## src/rtl/core_run_ctrl.sv

```systemverilog
// Run controller for the 9-bit-ISA core: holds the core in reset, loads the start PC,
// runs until the halt PC or the watchdog limit, and reports done/timeout/cycle count.
module core_run_ctrl #(
   parameter int unsigned    PW      = 10,
   parameter int unsigned    CW      = 16,
   parameter int unsigned    RST_CYC = 2,
   parameter logic [CW-1:0]  WDOG    = CW'(50000),
   parameter logic [PW-1:0]  START0  = PW'(0),
   parameter logic [PW-1:0]  START1  = PW'(0),
   parameter logic [PW-1:0]  START2  = PW'(0),
   parameter logic [PW-1:0]  START3  = PW'(0),
   parameter logic [PW-1:0]  HALT0   = PW'(593),
   parameter logic [PW-1:0]  HALT1   = PW'(593),
   parameter logic [PW-1:0]  HALT2   = PW'(593),
   parameter logic [PW-1:0]  HALT3   = PW'(593)
) (
   input  logic          clk,
   input  logic          reset,
   input  logic          req,
   input  logic          abort,
   input  logic [1:0]    prog_sel,
   input  logic [PW-1:0] core_pc,
   output logic          core_reset,
   output logic          core_run,
   output logic          pc_load,
   output logic [PW-1:0] pc_target,
   output logic          busy,
   output logic          done,
   output logic          timeout,
   output logic [CW-1:0] cycle_cnt
);

   localparam int unsigned HW = (RST_CYC > 1) ? $clog2(RST_CYC) : 1;

   typedef enum logic [2:0] {
      S_IDLE,
      S_HOLD,
      S_LOAD,
      S_RUN,
      S_FIN,
      S_ABORTED
   } state_t;

   state_t        state;
   logic          req_q;
   logic [1:0]    sel_q;
   logic [HW-1:0] hold_cnt;
   logic [PW-1:0] start_pc;
   logic [PW-1:0] halt_pc;
   logic [CW-1:0] cnt_inc;
   logic          start;

   // Program table lookup for the latched selection
   always_comb begin
      start_pc = START0;
      halt_pc  = HALT0;
      case (sel_q)
         2'd1:    begin start_pc = START1; halt_pc = HALT1; end
         2'd2:    begin start_pc = START2; halt_pc = HALT2; end
         2'd3:    begin start_pc = START3; halt_pc = HALT3; end
         default: begin start_pc = START0; halt_pc = HALT0; end
      endcase
   end

   assign start    = req & ~req_q;
   assign cnt_inc  = (&cycle_cnt) ? cycle_cnt : cycle_cnt + CW'(1);
   assign core_run = (state == S_LOAD) || (state == S_RUN);

   always_ff @(posedge clk or negedge reset) begin
      if (!reset) begin
         state      <= S_IDLE;
         req_q      <= 1'b1;
         sel_q      <= 2'd0;
         hold_cnt   <= '0;
         core_reset <= 1'b1;
         pc_load    <= 1'b0;
         pc_target  <= '0;
         busy       <= 1'b0;
         done       <= 1'b0;
         timeout    <= 1'b0;
         cycle_cnt  <= '0;
      end else begin
         req_q   <= req;
         pc_load <= 1'b0;
         case (state)
            S_IDLE, S_FIN, S_ABORTED: begin
               if (start) begin
                  state      <= S_HOLD;
                  sel_q      <= prog_sel;
                  hold_cnt   <= HW'(RST_CYC - 1);
                  core_reset <= 1'b1;
                  busy       <= 1'b1;
                  done       <= 1'b0;
                  timeout    <= 1'b0;
                  cycle_cnt  <= '0;
               end
            end
            S_HOLD: begin
               if (abort) begin
                  state      <= S_IDLE;
                  core_reset <= 1'b1;
                  busy       <= 1'b0;
               end else if (hold_cnt == '0) begin
                  state      <= S_LOAD;
                  core_reset <= 1'b0;
                  pc_load    <= 1'b1;
                  pc_target  <= start_pc;
               end else begin
                  hold_cnt <= hold_cnt - HW'(1);
               end
            end
            S_LOAD: begin
               if (abort) begin
                  state      <= S_IDLE;
                  core_reset <= 1'b1;
                  busy       <= 1'b0;
               end else begin
                  state     <= S_RUN;
                  cycle_cnt <= cnt_inc;
               end
            end
            S_RUN: begin
               // Halt compare takes priority over the watchdog in the same cycle
               if (abort) begin
                  state      <= S_IDLE;
                  core_reset <= 1'b1;
                  busy       <= 1'b0;
               end else begin
                  cycle_cnt <= cnt_inc;
                  if (core_pc == halt_pc) begin
                     state <= S_FIN;
                     busy  <= 1'b0;
                     done  <= 1'b1;
                  end else if (cycle_cnt >= WDOG) begin
                     state   <= S_ABORTED;
                     busy    <= 1'b0;
                     timeout <= 1'b1;
                  end
               end
            end
            default: begin
               state      <= S_IDLE;
               core_reset <= 1'b1;
               busy       <= 1'b0;
            end
         endcase
      end
   end

endmodule

```

## config.mk

```make
export PLATFORM = sky130hd
export DESIGN_NAME = core_run_ctrl
export DESIGN_NICKNAME = d
export VERILOG_FILES = /design/src/rtl/core_run_ctrl.sv
export SDC_FILE = /design/constraint.sdc
export NUM_CORES = 1
export LEC_CHECK = 0
export CAP_MARGIN = 10
export CORE_ASPECT_RATIO = 0.7
export CORE_UTILIZATION = 42
export DETAILED_ROUTE_END_ITERATION = 8
export PLACE_DENSITY = 0.82
export SKIP_LAST_GASP = 1
export SLEW_MARGIN = 20
export SYNTH_ARGS = -nofsm -noshare
export SYNTH_HDL_FRONTEND = slang
export SYNTH_SLANG_ARGS = --single-unit
```

## constraint.sdc

```tcl
create_clock -name clk -period 1.7 [get_ports clk]
set_input_delay 0.17 -clock clk [delete_from_list [all_inputs] [get_ports clk]]
set_output_delay 0.17 -clock clk [all_outputs]
set_load 0.02 [all_outputs]
```

==> run_1/placement.png <==
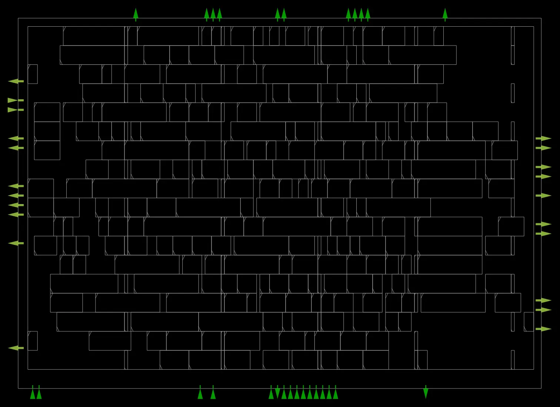
fraction of area in registers: 0.259
post-route insts no fill: 289

==> run_1/io_fan.png <==
The bar under the picture is 20 microns long.
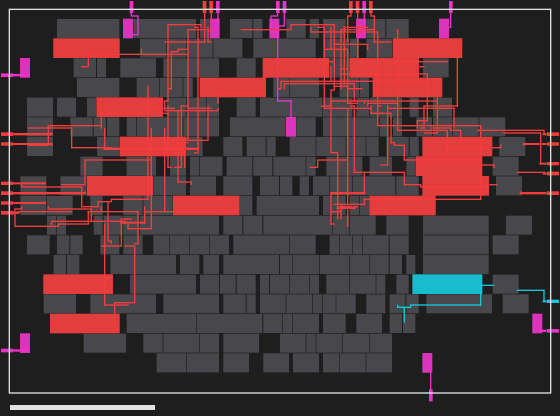
cyan -> `core_reset`  # direction output, end cells 1, buffers 1, wire 24.2 microns
red -> `cycle_cnt`  # direction output, end cells 16, buffers 26, wire 953 microns
magenta -> `pc_target`  # direction output, end cells 10, buffers 0, wire 46.5 microns
io pins: 48
PortBufs: 35

==> run_1/placement_by_type.png <==
Fill, decap, tap and diode cells in grey.
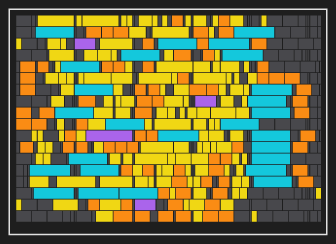
cyan -> flops  # cells 26, share of their area 27%
purple -> clock drivers and dummy loads  # cells 4, share of their area 2.9%
yellow -> combinational and other logic  # cells 133, share of their area 44%
orange -> other buffers and delay cells  # cells 76, share of their area 27%
Design Area, Final: 2560 sq um
# rows: 18

==> ci_impl_report.md, run 1 <==
### Yosys + OpenROAD results

| Metric | Value |
|---|---|
| Fin Clk Skew | approximately 0.0022 ns |
| Yosys stat cell total | approximately 160 |
| WHS | around 0.21 ns |
| Flip-flop count of the largest register after layout | 16 |
| Flop pwr share | 0.341 |
| Biggest Area Class | combinational gates |
| Top Registers | cycle_cnt x16, state x3 |
| Final Core Density | 0.723 |
| Max power group | combinational logic |
| P_sw | just under 0.0009 W |
| Antenna diode count | 0 |
| Setup TNS | -0.257 ns |
| HP Start | req |
| PnR Total Power | roughly 0.0024 W |
| Wirelength per Cell | ~18 microns |
| Final worst-path setup slack | -0.0956 ns |
| CLK BUF | 3 |
| GRT Total Usage | 0.231 |
| Synth flops | 26 |
| Synth async-reset ratio | 1.00 |
| Crit start category | register |
| Failing checks | setup timing |
| Reg-to-reg endpoint | cycle_cnt[5] |
| Post-CTS Setup Bufs | 1 |
| Final setup viols | 6 |
| Core area | roughly 3500 sq um |
| Ao+oa area frac | 0.0983 |
| Yosys adder share | 0.0161 |
| Area leader share | 0.387 |
| Sink Count | 26 |
| Crit path max fanout | 7 |
| Status | finished, violations left |
| OpenROAD warning count | 33 |
| Mean Syn Cell Area | 9.47 sq um |
| Synth Cell Area | roughly 1600 sq um |
| Crit end category | register |
| CTS clk-pin slew, worst paths | roughly 0.09 ns |
| Post-Place Cell Area | 2190 sq um |
| WL met2 | around 2.4 mm |
| Flop2flop setup slack | -0.1 ns |
==> run_1/wires.png <==
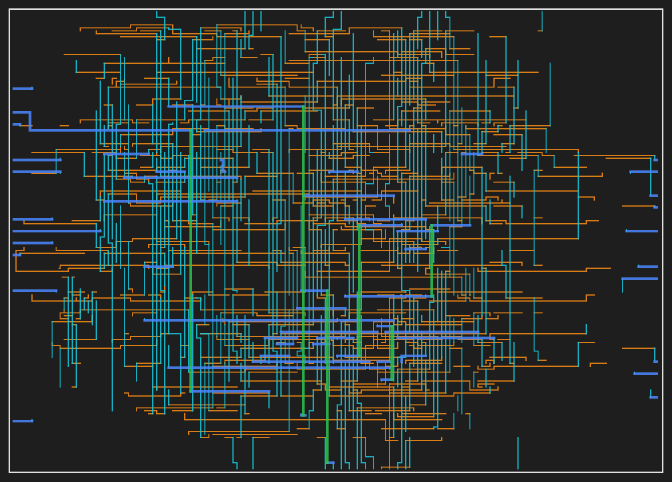

--- run 2 (diff from run 1) ---
--- a/config.mk
+++ b/config.mk
@@ -9,6 +9,7 @@
 export CORE_ASPECT_RATIO = 0.7
 export CORE_UTILIZATION = 42
 export DETAILED_ROUTE_END_ITERATION = 8
+export MAX_ROUTING_LAYER = met4
 export PLACE_DENSITY = 0.82
 export SKIP_LAST_GASP = 1
 export SLEW_MARGIN = 20
==> run_2/wires.png <==
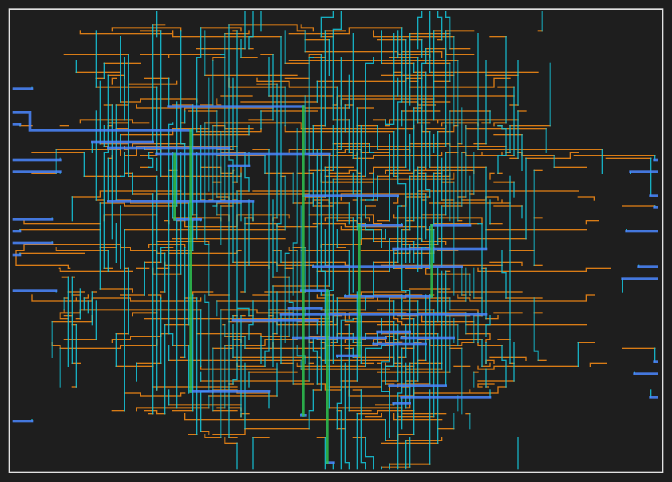
orange -> metal 1  # wire length 2240 microns
cyan -> metal 2  # wire length 2430 microns
green -> metal 4  # wire length 116 microns
blue -> metal 3  # wire length 302 microns
via count: 1580
Wirelength per Cell: 17.6 microns
GRT Total Usage: 0.238
final wirelength: 5.08 mm

==> run 2 against run 1 <==
Effect of this change: the run still ends with setup timing left; critical path depth increased by 1; fmax increased by 0.70%; final area unchanged; sequential share of layout area unchanged; area after synthesis unchanged; power decreased by 0.37%; non-clock buffer count unchanged; clock power about the same; worst setup slack improved by 0.012 ns; via count decreased by 1.9%; hold slack got worse by 0.0028 ns; combinational power about the same; critical endpoint unchanged.
==> ci_impl_report.md, run 2 <==
### Yosys + OpenROAD results

| Metric | Value |
|---|---|
| Status | finished, violations left |
| Failing checks | setup timing |
| PortBufs | 35 |
| Crit path max fanout | 7 |
| Flip-flop count of the largest register after layout | 16 |
| Yosys adder share | 0.0161 |
| Post-route insts no fill | 289 |
| Synth async-reset ratio | 1.00 |
| Fraction of area in registers | 0.259 |
| OpenROAD warning count | 33 |
| Sink Count | 26 |
| Crit start category | register |
| Design Area, Final | roughly 2600 sq um |
| Final worst-path setup slack | -0.0831 ns |
| Final setup viols | 6 |
| Post-Place Cell Area | roughly 2200 sq um |
| Yosys stat cell total | approximately 160 |
| Setup TNS | -0.230 ns |
| Reg-to-reg endpoint | cycle_cnt[5] |
| # rows | 18 |
| PnR Total Power | about 0.0024 W |
| CLK BUF | 3 |
| Mean Syn Cell Area | between 9 and 10 sq um |
| Top Registers | cycle_cnt x16, state x3 |
| WL met2 | 2.43 mm |
| Ao+oa area frac | 0.0983 |
| Io pins | around 48 |
==> run_2/io_fan.png <==
The bar under the picture is 20 microns long.
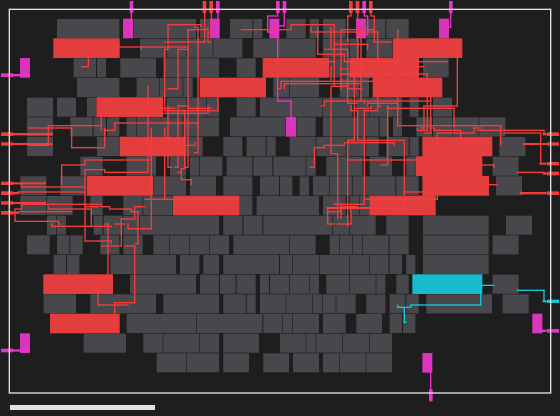
red -> `cycle_cnt`  # direction output, end cells 16, buffers 26, wire 968 microns
cyan -> `core_reset`  # direction output, end cells 1, buffers 1, wire 24.2 microns
magenta -> `pc_target`  # direction output, end cells 10, buffers 0, wire 46.5 microns

==> run_2/placement_by_type.png <==
Fill, decap, tap and diode cells in grey.
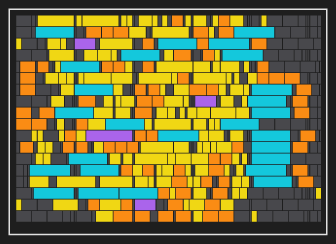

--- run 3 (diff from run 2) ---
--- a/config.mk
+++ b/config.mk
@@ -6,13 +6,12 @@
 export NUM_CORES = 1
 export LEC_CHECK = 0
 export CAP_MARGIN = 10
-export CORE_ASPECT_RATIO = 0.7
+export CORE_ASPECT_RATIO = 1.5
 export CORE_UTILIZATION = 42
 export DETAILED_ROUTE_END_ITERATION = 8
 export MAX_ROUTING_LAYER = met4
 export PLACE_DENSITY = 0.82
 export SKIP_LAST_GASP = 1
-export SLEW_MARGIN = 20
 export SYNTH_ARGS = -nofsm -noshare
 export SYNTH_HDL_FRONTEND = slang
 export SYNTH_SLANG_ARGS = --single-unit
==> run_3/placement_by_type.png <==
Fill, decap, tap and diode cells in grey.
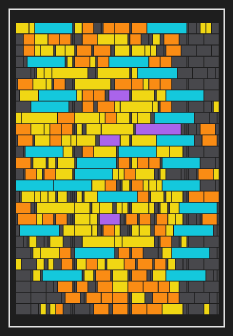
purple -> clock drivers and dummy loads  # cells 4, share of their area 2.8%
orange -> other buffers and delay cells  # cells 90, share of their area 31%
cyan -> flops  # cells 26, share of their area 26%
yellow -> combinational and other logic  # cells 133, share of their area 40%
fraction of area in registers: 0.257
Design Area, Final: 2580 sq um

==> run 3 against run 2 <==
Effect of this change: the run still ends with setup timing left; utilization up 1.9 points; sequential power increased by 1%; largest cell class unchanged; wire length is 1.3% lower; sequential share of layout area is 0.18 points lower.
==> ci_impl_report.md, run 3 <==
### Yosys + OpenROAD results

| Metric | Value |
|---|---|
| Status | finished, violations left |
| Failing checks | setup timing |
| Crit start category | register |
| RSZ-0062 raised after global routing | yes |
| Ao+oa area frac | 0.0983 |
| Io pins | around 48 |
| WHS | 0.241 ns |
| Top Registers | cycle_cnt x16, state x3 |
| Final worst-path setup slack | -0.136 ns |
| Final setup viols | 17 |
| Fin Clk Skew | 0.00961 ns |
| Core area | ~3500 sq um |
| CLK BUF | 3 |
| Synth async-reset ratio | 1.00 |
| Mean Syn Cell Area | 9.47 sq um |
| Setup TNS | -1.05 ns |
| OpenROAD warning count | 33 |
| Via count | about 1600 |
| Crit end category | register |
| P_sw | 0.000846 W |
| Flop pwr share | 0.345 |
| Yosys stat cell total | roughly 160 |
| CTS clk-pin slew, worst paths | approximately 0.10 ns |
| Area leader share | 0.387 |
| Crit path max fanout | 8 |
| WL met2 | around 2.7 mm |
| Post-route insts no fill | 295 |
| Reg-to-reg endpoint | cycle_cnt[15] |
| Post-CTS Setup Bufs | 5 |
| PnR Total Power | around 0.0024 W |
| Flip-flop count of the largest register after layout | 16 |
| Wirelength per Cell | between 15 and 20 microns |
| Logic power comb | roughly 0.001 W |
| Max power group | combinational logic |
| Flop2flop setup slack | -0.14 ns |
| GRT Total Usage | 0.247 |
| Yosys adder share | 0.0161 |
| # rows | 26 |
| Final wirelength | between 5 and 6 mm |
| Sink Count | 26 |
==> run_3/placement.png <==
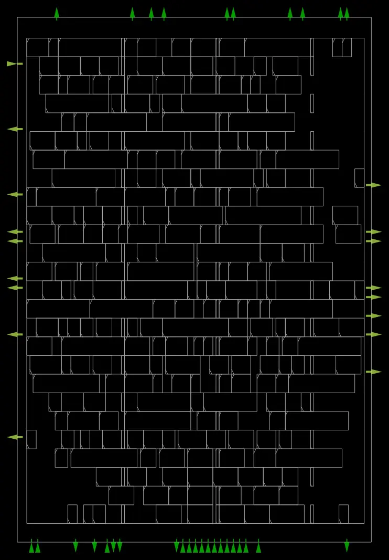
Tap Count: 42
Final Core Density: 0.742

No activity file was given, so power comes from the tool's default toggle rates.
